<file path="src/rtl/med_pkg.sv">
// Shared types and default constants for the Manchester encoder/decoder host bridge.
// Latency: n/a (types and constants only).
// Backpressure: n/a.
package med_pkg;

    localparam int MED_FIFO_DEPTH    = 8;
    localparam int MED_STROBE_CYCLES = 2;
    localparam int MED_ACK_TIMEOUT   = 16;

    typedef enum logic [2:0] {
        TX_IDLE,
        TX_SETUP,
        TX_STROBE,
        TX_WAIT_ACK,
        TX_WAIT_EMPTY
    } tx_state_t;

    typedef enum logic [1:0] {
        RX_IDLE,
        RX_STROBE,
        RX_WAIT_CLR
    } rx_state_t;

endpackage

</file>
<file path="src/rtl/med_fifo.sv">
// Synchronous first-word-fall-through FIFO, WIDTH bits by DEPTH entries (DEPTH a power of 2).
// Latency: a pushed word appears on pop_dat the cycle after the push edge.
// Backpressure: push ignored while full, pop ignored while empty; push and pop together both succeed.
// Ports: clk/rst (sync, active high), push/push_dat write side, pop/pop_dat read side, full/empty status.
module med_fifo #(
    parameter int WIDTH = 8,
    parameter int DEPTH = 8
) (
    input  logic             clk,
    input  logic             rst,
    input  logic             push,
    input  logic [WIDTH-1:0] push_dat,
    input  logic             pop,
    output logic [WIDTH-1:0] pop_dat,
    output logic             full,
    output logic             empty
);
    localparam int AW    = $clog2(DEPTH);
    localparam int CNT_W = AW + 1;

    logic [WIDTH-1:0] mem [DEPTH];
    logic [AW-1:0]    wr_ptr;
    logic [AW-1:0]    rd_ptr;
    logic [CNT_W-1:0] count;
    logic             do_push;
    logic             do_pop;

    assign full    = (count == CNT_W'(DEPTH));
    assign empty   = (count == '0);
    assign do_push = push && !full;
    assign do_pop  = pop && !empty;
    assign pop_dat = mem[rd_ptr];

    // Pointers are exactly AW bits wide, so they wrap modulo DEPTH on their own.
    always_ff @(posedge clk) begin
        if (rst) begin
            wr_ptr <= '0;
            rd_ptr <= '0;
            count  <= '0;
        end else begin
            if (do_push) wr_ptr <= wr_ptr + 1'b1;
            if (do_pop)  rd_ptr <= rd_ptr + 1'b1;
            case ({do_push, do_pop})
                2'b10:   count <= count + 1'b1;
                2'b01:   count <= count - 1'b1;
                default: ;
            endcase
        end
    end

    always_ff @(posedge clk) begin
        if (do_push) mem[wr_ptr] <= push_dat;
    end

endmodule

</file>
<file path="src/rtl/med_host_bridge.sv">
// Host byte stream bridge to a Manchester encoder (write strobe) and decoder (read strobe).
// Latency: TX byte reaches med_din one cycle after pop, strobe follows; RX byte visible the cycle after capture.
// Backpressure: tx_ready drops when TX FIFO full; a decoder byte arriving into a full RX FIFO is dropped and flags rx_overrun.
// Ports: clk16x/rst, host tx_*/rx_* valid-ready, encoder med_din/med_wrn/med_tbre, decoder med_dout/med_data_ready/med_rdn, sticky flags + clr_flags.
module med_host_bridge
    import med_pkg::*;
#(
    parameter int FIFO_DEPTH    = MED_FIFO_DEPTH,
    parameter int STROBE_CYCLES = MED_STROBE_CYCLES,
    parameter int ACK_TIMEOUT   = MED_ACK_TIMEOUT
) (
    input  logic       clk16x,
    input  logic       rst,
    input  logic [7:0] tx_data,
    input  logic       tx_valid,
    output logic       tx_ready,
    output logic [7:0] rx_data,
    output logic       rx_valid,
    input  logic       rx_ready,
    output logic [7:0] med_din,
    output logic       med_wrn,
    input  logic       med_tbre,
    input  logic [7:0] med_dout,
    input  logic       med_data_ready,
    output logic       med_rdn,
    output logic       rx_overrun,
    output logic       tx_timeout,
    input  logic       clr_flags
);
    localparam int CNT_MAX = (ACK_TIMEOUT > STROBE_CYCLES) ? ACK_TIMEOUT : STROBE_CYCLES;
    localparam int CNT_W   = $clog2(CNT_MAX + 1);
    localparam logic [CNT_W-1:0] STROBE_LAST = CNT_W'(STROBE_CYCLES - 1);
    localparam logic [CNT_W-1:0] ACK_LAST    = CNT_W'(ACK_TIMEOUT - 1);

    // ---------------- FIFOs ----------------
    logic       tx_pop, tx_full, tx_empty;
    logic [7:0] tx_head;
    logic       rx_push, rx_full, rx_empty;

    med_fifo #(.WIDTH(8), .DEPTH(FIFO_DEPTH)) u_tx_fifo (
        .clk      (clk16x),
        .rst      (rst),
        .push     (tx_valid),
        .push_dat (tx_data),
        .pop      (tx_pop),
        .pop_dat  (tx_head),
        .full     (tx_full),
        .empty    (tx_empty)
    );

    med_fifo #(.WIDTH(8), .DEPTH(FIFO_DEPTH)) u_rx_fifo (
        .clk      (clk16x),
        .rst      (rst),
        .push     (rx_push),
        .push_dat (med_dout),
        .pop      (rx_ready),
        .pop_dat  (rx_data),
        .full     (rx_full),
        .empty    (rx_empty)
    );

    assign tx_ready = !tx_full;
    assign rx_valid = !rx_empty;

    // ---------------- TX FSM ----------------
    tx_state_t        tx_state, tx_state_nxt;
    logic [CNT_W-1:0] tx_cnt;
    logic             tx_to_set;

    always_comb begin
        tx_state_nxt = tx_state;
        tx_pop       = 1'b0;
        tx_to_set    = 1'b0;
        case (tx_state)
            TX_IDLE: begin
                if (!tx_empty && med_tbre) begin
                    tx_pop       = 1'b1;
                    tx_state_nxt = TX_SETUP;
                end
            end
            TX_SETUP:  tx_state_nxt = TX_STROBE;
            TX_STROBE: if (tx_cnt == STROBE_LAST) tx_state_nxt = TX_WAIT_ACK;
            TX_WAIT_ACK: begin
                if (!med_tbre) begin
                    tx_state_nxt = TX_WAIT_EMPTY;
                end else if (tx_cnt == ACK_LAST) begin
                    tx_to_set    = 1'b1;   // encoder never took the byte; give up on it
                    tx_state_nxt = TX_IDLE;
                end
            end
            TX_WAIT_EMPTY: if (med_tbre) tx_state_nxt = TX_IDLE;
            default:   tx_state_nxt = TX_IDLE;
        endcase
    end

    // med_wrn is registered from the next state so the strobe is glitch-free and
    // releases on the edge right after reset.
    always_ff @(posedge clk16x) begin
        if (rst) begin
            tx_state <= TX_IDLE;
            tx_cnt   <= '0;
            med_din  <= 8'h00;
            med_wrn  <= 1'b1;
        end else begin
            tx_state <= tx_state_nxt;
            if (tx_state_nxt == tx_state && (tx_state == TX_STROBE || tx_state == TX_WAIT_ACK))
                tx_cnt <= tx_cnt + 1'b1;
            else
                tx_cnt <= '0;
            if (tx_pop) med_din <= tx_head;
            med_wrn <= (tx_state_nxt != TX_STROBE);
        end
    end

    // ---------------- RX FSM ----------------
    rx_state_t        rx_state, rx_state_nxt;
    logic [CNT_W-1:0] rx_cnt;
    logic             rx_ovr_set;

    always_comb begin
        rx_state_nxt = rx_state;
        rx_push      = 1'b0;
        rx_ovr_set   = 1'b0;
        case (rx_state)
            RX_IDLE: begin
                if (med_data_ready) begin
                    rx_push      = !rx_full;
                    rx_ovr_set   = rx_full;
                    rx_state_nxt = RX_STROBE;
                end
            end
            RX_STROBE: if (rx_cnt == STROBE_LAST) rx_state_nxt = RX_WAIT_CLR;
            // Holding here until data_ready drops keeps one byte from being captured twice.
            RX_WAIT_CLR: if (!med_data_ready) rx_state_nxt = RX_IDLE;
            default: rx_state_nxt = RX_IDLE;
        endcase
    end

    always_ff @(posedge clk16x) begin
        if (rst) begin
            rx_state <= RX_IDLE;
            rx_cnt   <= '0;
            med_rdn  <= 1'b1;
        end else begin
            rx_state <= rx_state_nxt;
            if (rx_state_nxt == rx_state && rx_state == RX_STROBE)
                rx_cnt <= rx_cnt + 1'b1;
            else
                rx_cnt <= '0;
            med_rdn <= (rx_state_nxt != RX_STROBE);
        end
    end

    // ---------------- Sticky flags: a set event beats a same-cycle clear ----------------
    always_ff @(posedge clk16x) begin
        if (rst) begin
            tx_timeout <= 1'b0;
            rx_overrun <= 1'b0;
        end else begin
            if (tx_to_set)      tx_timeout <= 1'b1;
            else if (clr_flags) tx_timeout <= 1'b0;
            if (rx_ovr_set)     rx_overrun <= 1'b1;
            else if (clr_flags) rx_overrun <= 1'b0;
        end
    end

endmodule

</file>
<file path="config.mk">
export PLATFORM = sky130hd
export DESIGN_NAME = med_host_bridge
export DESIGN_NICKNAME = d
export VERILOG_FILES = /design/src/rtl/med_pkg.sv /design/src/rtl/med_fifo.sv /design/src/rtl/med_host_bridge.sv
export SDC_FILE = /design/constraint.sdc
export NUM_CORES = 1
export LEC_CHECK = 0
export CORE_MARGIN = 1
export CORE_UTILIZATION = 60
export DETAILED_ROUTE_END_ITERATION = 7
export PLACE_DENSITY = 0.93
export SLEW_MARGIN = 20
export SYNTH_ARGS = -nofsm -noshare
export SYNTH_HDL_FRONTEND = slang
export SYNTH_SLANG_ARGS = --single-unit
</file>
<file path="constraint.sdc">
create_clock -name clk16x -period 6.35 [get_ports clk16x]
set_clock_uncertainty 0.1 [all_clocks]
set_input_delay 1.27 -clock clk16x [delete_from_list [all_inputs] [get_ports clk16x]]
set_output_delay 1.27 -clock clk16x [all_outputs]
set_load 0.01 [all_outputs]
</file>
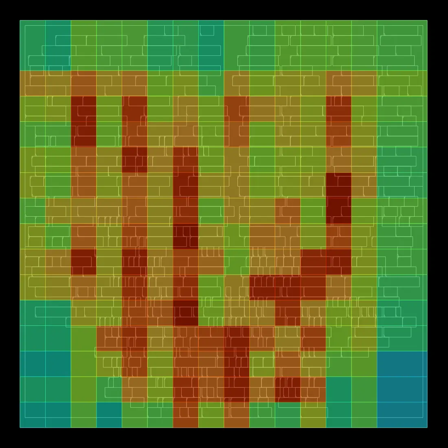
(images/congestion_map.png)
met3 GRT Util: 0.07290
WL/cell: 20.35 um

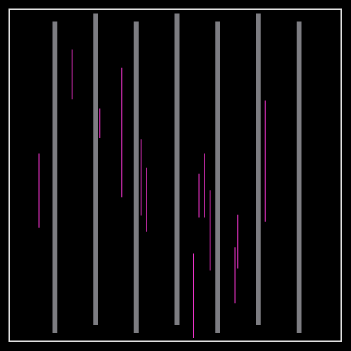
(images/m4.png)
Drawn at 3 px/um. Supply wires on this layer in gray.
nets with wire on the layer: 11
main direction: vertical
final WL: 13210 um
via count: 3897

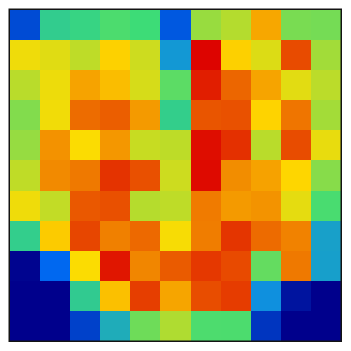
(images/util_map.png)
Drawn at 3 px/um. The die is cut into 11 by 11 equal tiles; dark blue is low, red is high, 0 to 100% covered.
emptiest ninth of the die: lower left
nearly empty tiles: 6.6%
mean over tiles: 66%
tiles over 75% full: 45%
fullest tile: 100%
Finished Core Util: 0.7167
CORE AREA: 11420 um^2

==> impl_metrics.ini <==
; generated from flow reports
[final_timing]
rsz0062_at_grt = no
fin_crit_ns = 3.840
hold_violations = 0
layout_setup_ws_ns = 2.510
slew_violations = 0
hold_slack_ns = 0.3608
max-slew-margin-rel = 0.2760
fmax_ghz = 0.2604
fin_crit_sh = 0.6047

[finish]
fill_cells = 701
clock_buffers = 19
final_cell_mix = 128 x edfxtp_1, 49 x nor2_1, 48 x dfxtp_1
layout_top_cell = edfxtp_1
comb_cells = 229
comb_share = 0.2475
flops = 178
nonClockInverterCount = 15
seq_share = 0.5923
insertedDiodeCount = 0
final_layout_size_suffix_gt1_frac = 0.1719
comb_area_um2 = 2026
fin_cells = 649
nets = 533
bufAreaShareNonClock = 0.06115
n_all_buffers = 52
seq_area_um2 = 4847
largestRegisters = u_rx_fifo.mem x64, u_tx_fifo.mem x64, med_din x8
clkCellAreaFrac = 0.07033
largestClassByArea = flip-flops and latches

[clock_network]
clk_latency_ns = 0.42
cts_tree = built
cts_buffers = 17
ctsResizeCount = 0
cts_hold_buf = 0
h-tree-depth = 4
cts.sinks = 178
clockRootBuffer = clkbuf_16
cts_max_path_buffers = 2
clk_pin_slew_worst_paths_ns = 0.06

[yosys]
ys.flop_type = edfxtp_1
simple_gate_share = 0.08981
synth-area-yosys_um2 = 7022
xor_area_frac = 0.01996
async_reset_ff_frac = 0
mux_share = 0.1183
ys_warn_count = 0
synthesis.area_um2 = 7022
fa_ha_area_frac = 0.03243
syn_area_per_cell_um2 = 15.92
compound_area_frac = 0.02798
syn_nets = 481
yosys.cell_types.count = 45
ys_cells = 441
synthTopCellsByArea = edfxtp_1 55%, dfxtp_1 14%, mux4_2 10%
synth_cells = 441
netlist_logic_family_top = multiplexers
yosys.stat.seqShare = 0.6900
numSynthFlops = 178
yosysTopAreaCell = edfxtp_1
synth-edff-count = 128

[critical_path]
cp-endpoint = rx_data[0]
worstSetupPathType = reg -> out
end_kind = output port
start_kind = flip-flop
cp_max_fo = 16
r2r_slack_ns = 3.42
cp_top_family = multiplexers
critPathMaxStageDelay_ns = 0.69
cp.required_ns = 4.98
r2r-end = u_tx_fifo.count[3]
crit_cells = 3
crit_slowest_cell = dfxtp_2
arrival_ns = 2.47
worstRegToRegCells = 8

[power_and_ir_drop]
p_seq_mw = 1.47
power_clock_mw = 1.02
internal-power_mw = 2.325
pwr-share-clk = 0.320
leakage_nw = 2.747
p_comb_mw = 0.685
total_power_mw = 3.170
comb_power_share = 0.216
seqPwrFrac = 0.464
top_power_group = registers
p_per_area_nw_per_um2 = 387.4
p_sw_frac = 0.2666
p_switching_mw = 0.8453

[hold_path]
hold-path-cell-count = 2
hp-start = tx_timeout
hp-class = reg -> reg

[die]
chip_area_um2 = 12140
tapCellCount = 143
rows = 39
dieWidth_um = 110.2
pin_count = 45

[global_route]
grt_pass1_vias = 4067
antenna_found_initial = 0
grt_pass1_wl_um = 20710
met1_usage = 0.2711
grt_start_max_net_pins = 38
busiest_layer = met2

[place]
dp_slack_ns = 2.158
gp_congestion = 0.7805
hpwl_um = 8368
dp.cells = 617
place_area_um2 = 7607

[routing]
wl_met2_um = 7217
route.detailed.drc = 0
viasPerCell = 6.005
highest_layer = met4
drt_pass1_iterations = 4
detail_route.iter0.violations = 279

[outcome]
status = finished clean
Power is estimated from default activity; no workload was simulated.
